Power grid:
The bar under the picture is 50 um long. Pins as bars on the die edge. Tap cells in grey.
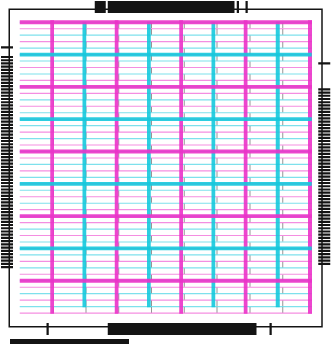
Placement by cell class:
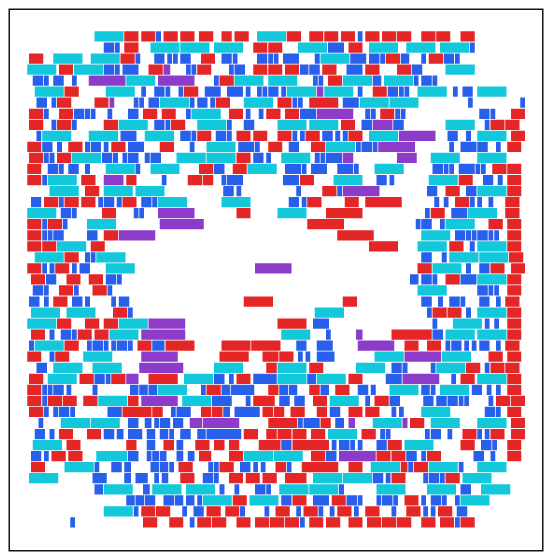
File: src/rtl/mem_axil_master.sv
// Bridges a valid/ready native memory port onto an AXI4-Lite master with one
// transaction in flight; every AXI and mem_ output comes straight from a flop.
module mem_axil_master #(
  parameter logic [2:0] PROT_INSTR = 3'b100,
  parameter logic [2:0] PROT_DATA  = 3'b000
) (
  input  logic        g_clk,
  input  logic        g_resetn,
  input  logic        mem_valid,
  input  logic        mem_instr,
  input  logic [31:0] mem_addr,
  input  logic [31:0] mem_wdata,
  input  logic [3:0]  mem_wstrb,
  output logic        mem_ready,
  output logic [31:0] mem_rdata,
  output logic        mem_error,
  output logic        axi_awvalid,
  input  logic        axi_awready,
  output logic [31:0] axi_awaddr,
  output logic [2:0]  axi_awprot,
  output logic        axi_wvalid,
  input  logic        axi_wready,
  output logic [31:0] axi_wdata,
  output logic [3:0]  axi_wstrb,
  input  logic        axi_bvalid,
  output logic        axi_bready,
  input  logic [1:0]  axi_bresp,
  output logic        axi_arvalid,
  input  logic        axi_arready,
  output logic [31:0] axi_araddr,
  output logic [2:0]  axi_arprot,
  input  logic        axi_rvalid,
  output logic        axi_rready,
  input  logic [31:0] axi_rdata,
  input  logic [1:0]  axi_rresp
);

  // state   | meaning
  // IDLE    | waiting for mem_valid
  // RD_ADDR | arvalid up, waiting for arready
  // RD_DATA | rready up, waiting for rvalid
  // WR_REQ  | awvalid/wvalid up, each drops on its own handshake
  // WR_RESP | bready up, waiting for bvalid
  // DONE    | mem_ready pulse
  typedef enum logic [2:0] {IDLE, RD_ADDR, RD_DATA, WR_REQ, WR_RESP, DONE} state_t;

  state_t state_q;
  logic   awvalid_d;
  logic   wvalid_d;

  // A channel stays pending until the edge that samples its ready high.
  assign awvalid_d = axi_awvalid & ~axi_awready;
  assign wvalid_d  = axi_wvalid  & ~axi_wready;

  always_ff @(posedge g_clk) begin
    if (!g_resetn) begin
      state_q     <= IDLE;
      mem_ready   <= 1'b0;
      mem_rdata   <= 32'h0;
      mem_error   <= 1'b0;
      axi_awvalid <= 1'b0;
      axi_awaddr  <= 32'h0;
      axi_awprot  <= 3'b000;
      axi_wvalid  <= 1'b0;
      axi_wdata   <= 32'h0;
      axi_wstrb   <= 4'h0;
      axi_bready  <= 1'b0;
      axi_arvalid <= 1'b0;
      axi_araddr  <= 32'h0;
      axi_arprot  <= 3'b000;
      axi_rready  <= 1'b0;
    end else begin
      mem_ready <= 1'b0;
      case (state_q)
        IDLE: begin
          if (mem_valid && !mem_ready) begin
            mem_error <= 1'b0;
            if (mem_wstrb == 4'h0) begin
              axi_araddr  <= mem_addr;
              axi_arprot  <= mem_instr ? PROT_INSTR : PROT_DATA;
              axi_arvalid <= 1'b1;
              state_q     <= RD_ADDR;
            end else begin
              axi_awaddr  <= mem_addr;
              axi_awprot  <= PROT_DATA;
              axi_wdata   <= mem_wdata;
              axi_wstrb   <= mem_wstrb;
              axi_awvalid <= 1'b1;
              axi_wvalid  <= 1'b1;
              state_q     <= WR_REQ;
            end
          end
        end
        RD_ADDR: begin
          if (axi_arready) begin
            axi_arvalid <= 1'b0;
            axi_rready  <= 1'b1;
            state_q     <= RD_DATA;
          end
        end
        RD_DATA: begin
          if (axi_rvalid) begin
            axi_rready <= 1'b0;
            mem_rdata  <= axi_rdata;
            mem_error  <= (axi_rresp != 2'b00);
            mem_ready  <= 1'b1;
            state_q    <= DONE;
          end
        end
        WR_REQ: begin
          axi_awvalid <= awvalid_d;
          axi_wvalid  <= wvalid_d;
          if (!awvalid_d && !wvalid_d) begin
            axi_bready <= 1'b1;
            state_q    <= WR_RESP;
          end
        end
        WR_RESP: begin
          if (axi_bvalid) begin
            axi_bready <= 1'b0;
            mem_error  <= (axi_bresp != 2'b00);
            mem_ready  <= 1'b1;
            state_q    <= DONE;
          end
        end
        DONE:    state_q <= IDLE;
        default: state_q <= IDLE;
      endcase
    end
  end

endmodule

File: config.mk
export PLATFORM = sky130hd
export DESIGN_NAME = mem_axil_master
export DESIGN_NICKNAME = d
export VERILOG_FILES = /design/src/rtl/mem_axil_master.sv
export SDC_FILE = /design/constraint.sdc
export NUM_CORES = 1
export LEC_CHECK = 0
export CAP_MARGIN = 20
export CORE_AREA = 4 4 127 129
export DETAILED_ROUTE_END_ITERATION = 10
export DIE_AREA = 0 0 131 133
export GPL_TIMING_DRIVEN = 1
export PLACE_DENSITY = 0.78
export SETUP_SLACK_MARGIN = 0.05
export SYNTH_ARGS = -nofsm -noshare
export SYNTH_HDL_FRONTEND = slang
export SYNTH_SLANG_ARGS = --single-unit
File: constraint.sdc
create_clock -name g_clk -period 1.56 [get_ports g_clk]
set_input_delay 0.156 -clock g_clk [delete_from_list [all_inputs] [get_ports g_clk]]
set_output_delay 0.156 -clock g_clk [all_outputs]
set_load 0.005 [all_outputs]
==> qor.txt <==
CTS tree: yes
routed wire length: 17800 um
RSZ-0062 raised after global routing: true
Post-DRT Antenna Nets: 0
yosys synthesis chip area: 5500 sq um
setup ws final: -123 ps
H-tree depth: 4
comb pwr: 4.22 mW
total power: 12.9 mW
Clock-cell share: 0.0646
Logic area: 2590 sq um
GR met1 Demand/Resource: 0.209
Placed Area: 8350 sq um
status: finished with violations
routing usage on met2: 0.311
Area-dominant class: buffers
Synth Area per Inst: 8.44 sq um
Mapped Area: 5500 sq um
NumNets Final: 1030
Basic Gates by Area: 0.220
Die ar.: 17400 sq um
Post-synth ARST share: 0
total gr overflow: 0
most used routing layer: met2
met2 wire length: 8740 um
crit path DRT: 1900 ps
most numerous logic cell after layout: clkdlybuf4s50_1
crit-path cells: or4b_4 -> nor3_4 -> buf_4 -> buf_12 -> nand2_1 -> a21boi_2
Non-CTS buffers: 294
Commonest flop: dfxtp_1
Place WS: -411 ps
Worst Setup SP: state_q[0]
Final setup viols: 97
Setup TNS: -6750 ps
router iterations before antenna repair: 4
DR iter-0 viols: 191
XOR/XNOR Area Share: 0
hold path start: g_resetn
FF+latch count: 143
worst hold slack: 186 ps
failing checks: setup timing
Sink Count: 143
About 'power grid':
VSS -> magenta
VDD -> cyan
tap cells = 188
met5 straps = 9
met4 straps = 9
met1 rails = 46
rows = 45
core area: 15000 sq um
maximum VDD drop: 0.000744 V
die width: 131 um
Die H: 133 um

About 'placement by cell class':
remaining logic cells -> blue  # cells 461, share of their area 28%
remaining buffers and delay cells -> red  # cells 294, share of their area 34%
clock drivers and dummy loads -> purple  # cells 32, share of their area 6.6%
registers -> cyan  # cells 143, share of their area 31%
Site Rows: 45
fin util: 0.627
Seq/total area: 0.304
post-route cell area: 9430 sq um

Power is estimated from default activity; no workload was simulated.
